**src/rtl/clock_pkg.sv**
```systemverilog
// Shared clock definitions: the BCD digit type and the per-digit limits used by
// the time counter, the seg7 decoders and the alarm comparator.
package clock_pkg;

   typedef logic [3:0] bcd_t;

   localparam bcd_t ONES_MAX     = 4'd9;
   localparam bcd_t SEC_TENS_MAX = 4'd5;
   localparam bcd_t MIN_TENS_MAX = 4'd5;
   localparam bcd_t HR_WRAP_TENS = 4'd2;
   localparam bcd_t HR_WRAP_ONES = 4'd3;

endpackage

```
**src/rtl/bcd_digit.sv**
```systemverilog
// One BCD digit counting 0..MAX with a synchronous clear and a combinational
// wrap output that feeds the next digit's increment in the same cycle.
module bcd_digit
   import clock_pkg::*;
#(
   parameter bcd_t MAX = 4'd9
) (
   input  logic clk,
   input  logic reset,
   input  logic inc,
   input  logic clr,
   output bcd_t q,
   output logic wrap
);

   assign wrap = inc && (q == MAX);

   // Clear wins over increment so a forced 23->00 or clr_sec overrides any carry.
   always_ff @(posedge clk or posedge reset) begin
      if (reset) begin
         q <= '0;
      end else if (clr) begin
         q <= '0;
      end else if (inc) begin
         q <= (q == MAX) ? 4'd0 : q + 4'd1;
      end
   end

endmodule

```
**src/rtl/time_counter.sv**
```systemverilog
// 24-hour HH:MM:SS timekeeper: prescales clk to a 1 Hz enable and ripples the
// carry through six BCD digits in a single edge; also takes manual set pulses.
module time_counter
   import clock_pkg::*;
#(
   parameter int CLK_HZ = 50_000_000
) (
   input  logic clk,
   input  logic reset,
   input  logic run,
   input  logic set_hr,
   input  logic set_min,
   input  logic clr_sec,
   output bcd_t hr_tens,
   output bcd_t hr_ones,
   output bcd_t min_tens,
   output bcd_t min_ones,
   output bcd_t sec_tens,
   output bcd_t sec_ones,
   output logic tick,
   output logic sec_half
);

   localparam int W = $clog2(CLK_HZ);
   localparam logic [W-1:0] LAST = W'(CLK_HZ - 1);
   localparam logic [W-1:0] HALF = W'(CLK_HZ / 2);

   logic [W-1:0] presc;
   logic sec_en;
   logic sec_inc;
   logic so_wrap, st_wrap, mo_wrap, mt_wrap, ho_wrap, ht_wrap;
   logic min_cy, min_inc, hr_cy, hr_inc, hr_clr;

   assign sec_en   = run && (presc == LAST);
   assign sec_half = presc < HALF;

   // clr_sec restarts the second, so it also zeroes the prescaler.
   always_ff @(posedge clk or posedge reset) begin
      if (reset) begin
         presc <= '0;
         tick  <= 1'b0;
      end else begin
         tick <= sec_en && !clr_sec;
         if (clr_sec) begin
            presc <= '0;
         end else if (run) begin
            presc <= (presc == LAST) ? '0 : presc + 1'b1;
         end
      end
   end

   assign sec_inc = sec_en && !clr_sec;
   assign min_cy  = st_wrap;
   assign min_inc = min_cy || set_min;
   // A minute wrap caused purely by set_min must not advance the hours.
   assign hr_cy   = mt_wrap && min_cy;
   assign hr_inc  = hr_cy || set_hr;
   assign hr_clr  = hr_inc && (hr_tens == HR_WRAP_TENS) && (hr_ones == HR_WRAP_ONES);

   bcd_digit #(.MAX(ONES_MAX)) u_sec_ones (
      .clk(clk), .reset(reset), .inc(sec_inc), .clr(clr_sec), .q(sec_ones), .wrap(so_wrap)
   );
   bcd_digit #(.MAX(SEC_TENS_MAX)) u_sec_tens (
      .clk(clk), .reset(reset), .inc(so_wrap), .clr(clr_sec), .q(sec_tens), .wrap(st_wrap)
   );
   bcd_digit #(.MAX(ONES_MAX)) u_min_ones (
      .clk(clk), .reset(reset), .inc(min_inc), .clr(1'b0), .q(min_ones), .wrap(mo_wrap)
   );
   bcd_digit #(.MAX(MIN_TENS_MAX)) u_min_tens (
      .clk(clk), .reset(reset), .inc(mo_wrap), .clr(1'b0), .q(min_tens), .wrap(mt_wrap)
   );
   bcd_digit #(.MAX(ONES_MAX)) u_hr_ones (
      .clk(clk), .reset(reset), .inc(hr_inc), .clr(hr_clr), .q(hr_ones), .wrap(ho_wrap)
   );
   bcd_digit #(.MAX(HR_WRAP_TENS)) u_hr_tens (
      .clk(clk), .reset(reset), .inc(ho_wrap), .clr(hr_clr), .q(hr_tens), .wrap(ht_wrap)
   );

   logic unused;
   assign unused = ht_wrap;

endmodule

```
**config.mk**
```make
export PLATFORM = sky130hd
export DESIGN_NAME = time_counter
export DESIGN_NICKNAME = d
export VERILOG_FILES = /design/src/rtl/clock_pkg.sv /design/src/rtl/bcd_digit.sv /design/src/rtl/time_counter.sv
export SDC_FILE = /design/constraint.sdc
export NUM_CORES = 1
export LEC_CHECK = 0
export ABC_AREA = 1
export CAP_MARGIN = 15
export CORE_ASPECT_RATIO = 1.1
export CORE_MARGIN = 2
export CORE_UTILIZATION = 46
export CTS_BUF_LIST = sky130_fd_sc_hd__clkbuf_8
export CTS_CLUSTER_DIAMETER = 50
export CTS_CLUSTER_SIZE = 14
export DETAILED_ROUTE_END_ITERATION = 10
export GPL_ROUTABILITY_DRIVEN = 0
export HOLD_SLACK_MARGIN = 0.15
export MAX_ROUTING_LAYER = met4
export PLACE_DENSITY = 0.67
export RECOVER_POWER = 50
export SETUP_SLACK_MARGIN = 0.05
export SLEW_MARGIN = 20
export SYNTH_ARGS = -nofsm -noshare
export SYNTH_HDL_FRONTEND = slang
export SYNTH_SLANG_ARGS = --single-unit
```
**constraint.sdc**
```tcl
create_clock -name clk -period 6.1 [get_ports clk]
set_clock_uncertainty 0.2 [all_clocks]
set_input_delay 1.22 -clock clk [delete_from_list [all_inputs] [get_ports clk]]
set_output_delay 1.22 -clock clk [all_outputs]
set_load 0.05 [all_outputs]
```
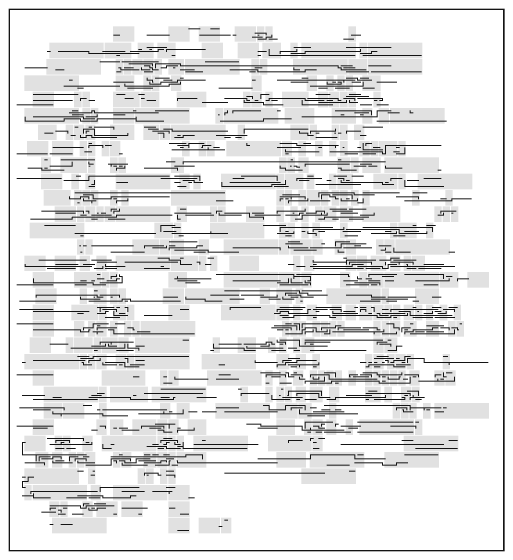
**Above:** run 1 (M1 wires).
Cells faint in the background.
The layer carries 3100 um of wire. The longest straight run is 33.6 um. The wires run mostly horizontal. 404 nets have wire on it.
drt total wl: 6560 um
grt met1 use: 0.258
Vias: 2666

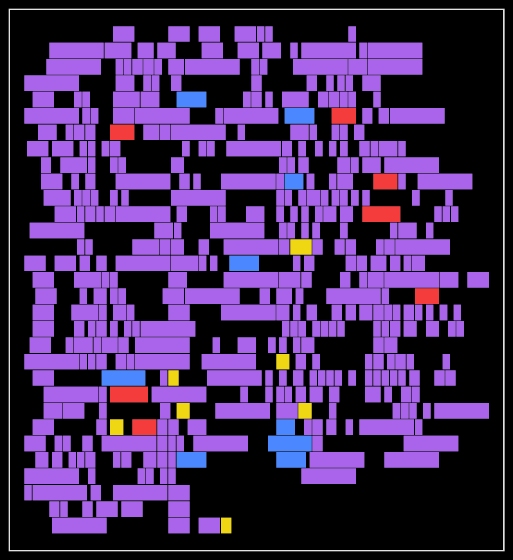
**Above:** run 1 (sizing map).
Red marks drive 3 to 4, cells 7, share 1.6%. Blue marks drive 6 and up, cells 9, share 2.1%. Purple marks drive 1 or less, cells 403, share 95%. Yellow marks drive 2, cells 7, share 1.6%.

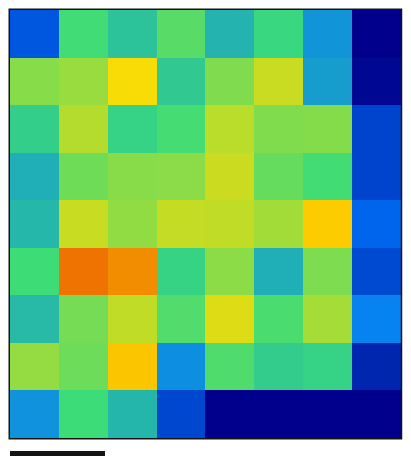
**Above:** run 1 (cell area per tile).
Scale bar: 20 um. The die is cut into 8 by 9 equal tiles; dark blue is low, red is high, 0 to 100% covered.
8.3% of the tiles are nearly empty. The mean over all tiles is 47%. The emptiest ninth of the die: bottom right. 5.6% of the tiles are over 75% full. The fullest tile reaches 87%.

==> flow_summary.ini, run 1 <==
; synthesis and place-and-route metrics
[sta]
grt_setup_unrepaired = false
slew_violations = 52
tightest_slew_ns = 2.21
fin_crit_sh = 0.622

[die]
die_w_um = 81.9
placeableCoreArea_um2 = 6520
die_area_um2 = 7340

[cells_and_area]
fill_cells = 643
seq_share = 0.362
fin_area_um2 = 3530
logic_area_um2 = 1530

[power]
seq_power_share = 0.423
p_int_w = 0.000593

[synthesis]
yosys.cell_count.top_type = nand2_1
yosys-top-cells-area = dfrtp_1 42%, nand2_1 9.1%, inv_1 6.8%, nor2_1 6.6%, nand3_1 5.5%
synth_top_area_share = 0.416
syn_area_per_cell_um2 = 7.83
ys_sh_simple = 0.329

[status]
failed_checks = capacitance limit, slew limit
status = finished with violations

[global_route]
antenna_found_initial = 0
grt_pass1_vias = 2588
grt_max_degree = 52

[flow_run]
drv_cap = 1

[route]
routedWlPerCell_um = 12.9
drtAntennaViolNets = 0
drc = 0
vias_per_cell = 5.25

[clocking]
clock_path_buffers = 2
cts-root-buf = clkbuf_8
cts_buffers = 5
hold_buffers = 0

[worst_setup_path]
crit_required_ns = 4.68
setup.worst_path.start = presc[10]
crit_arrival_ns = 2.38
path_delay_family = buffers and inverters
-- run 1: power groups by stage --
stage / clock, W / sequential, W / combinational [W]
floorplan: 0 / 0.000579 / 0.000130
global placement: 0 / 0.000442 / 0.000386
detailed placement: 0 / 0.000441 / 0.000390
CTS: 0.000214 / 0.000436 / 0.000392
global route: 0.000225 / 0.000444 / 0.000424
finish: 0.000208 / 0.000436 / 0.000387
-- run 1: metrics by stage --
stage / hold slack [ns] / instances
2_1_floorplan: 0.259 / 392
3_3_place_gp: 0.272 / 500
3_5_place_dp: 0.281 / 500
4_1_cts: 0.294 / 508
5_1_grt: 0.330 / 508
6_report: 0.293 / 508
-- run 1: layer usage --
metal,vias to the layer above,wire length (um),track usage
li1,1342,-,-
met1,1259,3100,0.258
met2,56,3150,0.340
met3,9,197,0.0340
met4,0,114,0.0712
met5,-,0,-
**Run 1: M2 wires**

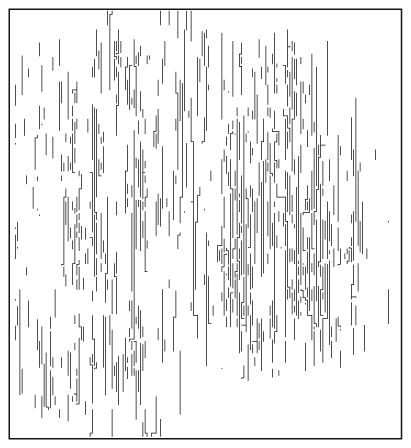

==> inputs of run 2 (changes only) <==
--- a/config.mk
+++ b/config.mk
@@ -17,7 +17,7 @@
 export GPL_ROUTABILITY_DRIVEN = 0
 export HOLD_SLACK_MARGIN = 0.15
 export MAX_ROUTING_LAYER = met4
-export PLACE_DENSITY = 0.67
+export PLACE_DENSITY = 0.69
 export RECOVER_POWER = 50
 export SETUP_SLACK_MARGIN = 0.05
 export SLEW_MARGIN = 20
==> constraint.sdc (replaced) <==
create_clock -name clk -period 3.04 [get_ports clk]
set_clock_uncertainty 0.2 [all_clocks]
set_input_delay 0.608 -clock clk [delete_from_list [all_inputs] [get_ports clk]]
set_output_delay 0.608 -clock clk [all_outputs]
set_load 0.05 [all_outputs]
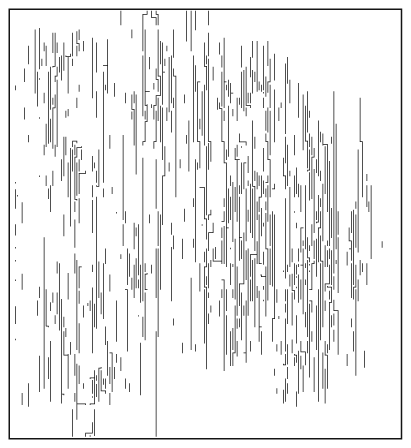
**Above:** run 2 (M2 wires).
356 nets have wire on it. The longest straight run is 38.1 um. The layer carries 3320 um of wire. The wires run mostly vertical.
drt total wl: 6680 um
GRT met2 Usage: 0.333
Vias: 2674

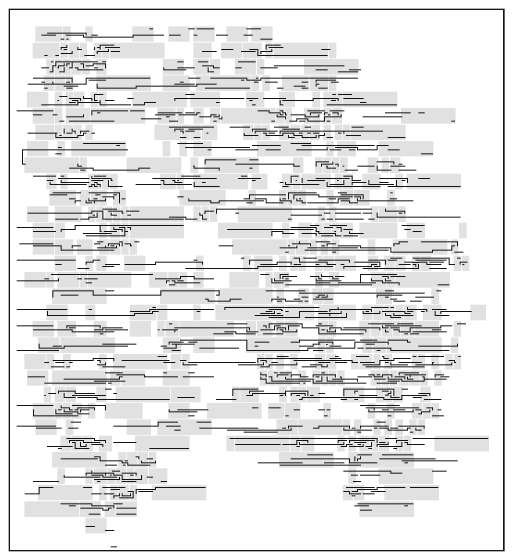
**Above:** run 2 (M1 wires).
Cells faint in the background.
The longest straight run is 25.8 um. The wires run mostly horizontal. The layer holds 45% of the routed length.
grt met1 use: 0.266

==> run 2 against run 1 <==
The run now ends clean. Total power increased by 98%. Global-route usage about the same. Final cell count increased by 0.79%. Combinational power increased by 100%. Critical endpoint is now u_hr_tens.q[1]. Non-clock buffer count increased by 4. Area after synthesis unchanged. Critical path depth increased by 6. Cell area increased by 0.82%. Flip-flop count unchanged. Hold slack improved by 0.0055 ns. Largest cell class unchanged. Die size unchanged.
==> flow_summary.ini, run 2 <==
; synthesis and place-and-route metrics
[cells_and_area]
fin_area_um2 = 3550
fill_cells = 614
lay_top_count = nand2_1
logic_area_um2 = 1540
final_cells = 512

[sta]
timing.hold.ws_ns = 0.299
slew_violations = 0
fin_crit_sh = 0.867
grt_setup_unrepaired = false

[clocking]
hold_buffers = 0
cts-root-buf = clkbuf_8
insertion_delay_ns = 0.30
cts_buffers = 5
clock_path_buffers = 2

[global_route]
grt_pass1_vias = 2498
antenna_found_initial = 0

[die]
die_area_um2 = 7340
placeableCoreArea_um2 = 6520
die_w_um = 81.9

[synthesis]
synth_top_area_share = 0.416
syn_area_per_cell_um2 = 7.83
yosys-top-cells-area = dfrtp_1 42%, nand2_1 9.1%, inv_1 6.8%, nor2_1 6.6%, nand3_1 5.5%
yosys.cell_count.top_type = nand2_1

[placement]
dp.cells = 504
port_buffers = 31

[worst_setup_path]
setup.worst_path.start = presc[0]
crit_chain = ha_1 -> nand2_1 -> nor2_1 -> nand3_4 -> nor2_1 -> nand4_4 -> nand2_4 -> nand3_4 -> nand2_8 -> nand2_4 -> nand2_1 -> nand2_1
crit_arrival_ns = 2.64
path_delay_family = simple AND/OR/NAND/NOR gates

[status]
status = complete, no violations

[power]
power_leader = registers
seq_power_share = 0.429
pg_clk_w = 0.000386
clock_power_share = 0.189
p_comb_w = 0.000784
pg_seq_w = 0.000878

[route]
maxUsedRoutingLayer = met4
vias_per_cell = 5.22
routedWlPerCell_um = 13.0
met3_length_um = 266
drc = 0
wl_met2_um = 3320
drtAntennaViolNets = 0
wl_met1_um = 3010
## run 2: area by class of cell
class / instances / share of cell area
tap: 82 / 0.0289
multi-input combinational: 279 / 0.434
sequential: 51 / 0.359
timing repair buffer: 35 / 0.0943
clock buffer: 5 / 0.0194
inverter: 57 / 0.0602
clock inverter: 3 / 0.00458
## run 2: cells by family (layout without fill, tap and decap cells)
logic type	count (synthesis)	after routing	share of synthesized area
buf+inv	62	100	0.0770
fa+ha+maj	9	9	0.0367
xor+xnor	16	16	0.0457
mux	1	1	0.00326
flops	51	51	0.416
simple gates	205	205	0.329
compound gates	48	48	0.0921
## run 2: per-layer routing
layer	vias up	global-route usage
met5	-	-
met4	0	0.0591
met3	9	0.0410
met2	65	0.333
met1	1250	0.266
li1	1350	-
**Run 2: cell area per tile**

Scale bar: 20 um. The die is cut into 8 by 9 equal tiles; dark blue is low, red is high, 0 to 100% covered.
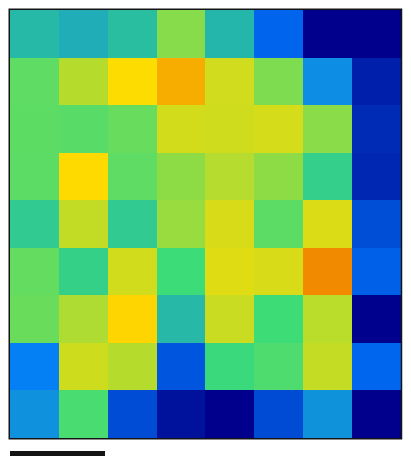

==> inputs of run 3 (changes only) <==
--- a/config.mk
+++ b/config.mk
@@ -12,13 +12,11 @@
 export CORE_UTILIZATION = 46
 export CTS_BUF_LIST = sky130_fd_sc_hd__clkbuf_8
 export CTS_CLUSTER_DIAMETER = 50
-export CTS_CLUSTER_SIZE = 14
 export DETAILED_ROUTE_END_ITERATION = 10
 export GPL_ROUTABILITY_DRIVEN = 0
 export HOLD_SLACK_MARGIN = 0.15
 export MAX_ROUTING_LAYER = met4
-export PLACE_DENSITY = 0.69
-export RECOVER_POWER = 50
+export PLACE_DENSITY = 0.67
 export SETUP_SLACK_MARGIN = 0.05
 export SLEW_MARGIN = 20
 export SYNTH_ARGS = -nofsm -noshare
==> constraint.sdc (replaced) <==
create_clock -name clk -period 3.2 [get_ports clk]
set_clock_uncertainty 0.2 [all_clocks]
set_input_delay 0.64 -clock clk [delete_from_list [all_inputs] [get_ports clk]]
set_output_delay 0.64 -clock clk [all_outputs]
set_load 0.05 [all_outputs]
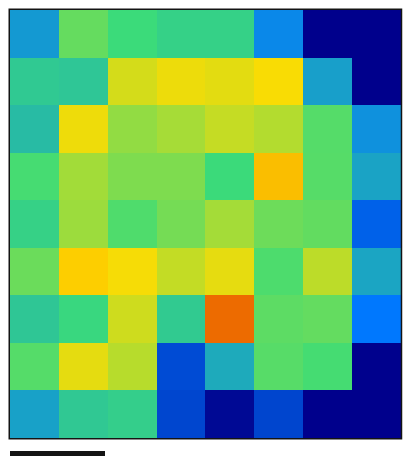
**Above:** run 3 (cell area per tile).
Scale bar: 20 um. The die is cut into 8 by 9 equal tiles; dark blue is low, red is high, 0 to 100% covered.
9.7% of the tiles are nearly empty. The fullest tile reaches 88%. 4.2% of the tiles are over 75% full. The mean over all tiles is 48%.

==> run 3 against run 2 <==
Wire length grew 2.6%. Via count down 0.49%. Clock power grew 5.4%. Sequential share of layout area down 0.45 points. Register-to-register slack gained 0.45 ns. Flip-flop count stayed put. Critical path depth shrank 6. Global-route usage up 0.19 points. Hold slack gained 0.0088 ns. Final cell count up 0.39%. Critical path type is now reg2out. Critical endpoint is now sec_half.
==> flow_summary.ini, run 3 <==
; synthesis and place-and-route metrics
[route]
wl_met1_um = 3060
drc = 0
num_vias = 2661
routedWlPerCell_um = 13.3
drtAntennaViolNets = 0
drt-total-wl_um = 6850

[synthesis]
yosys.cell_count.top_type = nand2_1
yosys-top-cells-area = dfrtp_1 42%, nand2_1 9.1%, inv_1 6.8%, nor2_1 6.6%, nand3_1 5.5%
syn_area_per_cell_um2 = 7.83
synth_top_area_share = 0.416

[worst_setup_path]
crit_arrival_ns = 1.82
path_delay_family = AND-OR/OR-AND gates
setup.worst_path.start = presc[7]
crit_chain = nor2_1 -> nand4_1 -> a21oi_1 -> o21ai_0 -> a221oi_1 -> clkbuf_2
crit_required_ns = 2.36

[clocking]
cts-root-buf = clkbuf_8
clock_path_buffers = 2
insertion_delay_ns = 0.30
hold_buffers = 0

[power]
p_int_w = 0.00117
pg_clk_w = 0.000407
p_comb_w = 0.000751
pg_seq_w = 0.000830
seq_power_share = 0.418
power_leader = registers

[die]
die_w_um = 81.9
placeableCoreArea_um2 = 6520

[cells_and_area]
final_cells = 514
lay_top_count = nand2_1
fin_area_um2 = 3600

[sta]
tightest_slew_ns = 0.597
fin_crit_sh = 0.832
slew_violations = 0

[flow_run]
drv_cap = 0

[status]
status = complete, no violations

[placement]
port_buffers = 31
dp.cells = 506

[global_route]
grt_busiest_layer = met2
grt_max_degree = 23
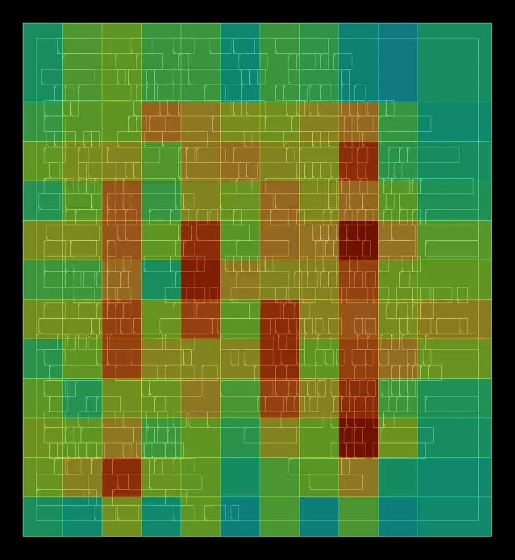
**Above:** run 3 (track usage over the die).
GRT met2 Usage: 0.352
GRT Util Overall: 0.209
grt met1 use: 0.247

-- run 3: timing repair --
action,4_1_cts,5_1_grt
resized,1,3
gates cloned,0,0
endpoints found under the setup margin,1,1
-- run 3: cells by family after synthesis --
logic type | Yosys count | share of synthesized area
buffers and inverters | 62 | 0.0770
flip-flops | 51 | 0.416
adder cells (fa/ha/maj) | 9 | 0.0367
AND/OR/NAND/NOR | 205 | 0.329
XOR/XNOR | 16 | 0.0457
AND-OR/OR-AND | 48 | 0.0921
multiplexers | 1 | 0.00326
-- run 3: area by class of cell --
cell class	instances	area, um2
Timing Repair Buffer	37	350
Clock inverter	1	3.75
Inverter	57	214
Fill cell	644	2920
Multi-Input combinational cell	279	1560
Tap cell	82	103
Sequential cell	51	1280
Clock buffer	7	96.3
Power is estimated from default activity; no workload was simulated.
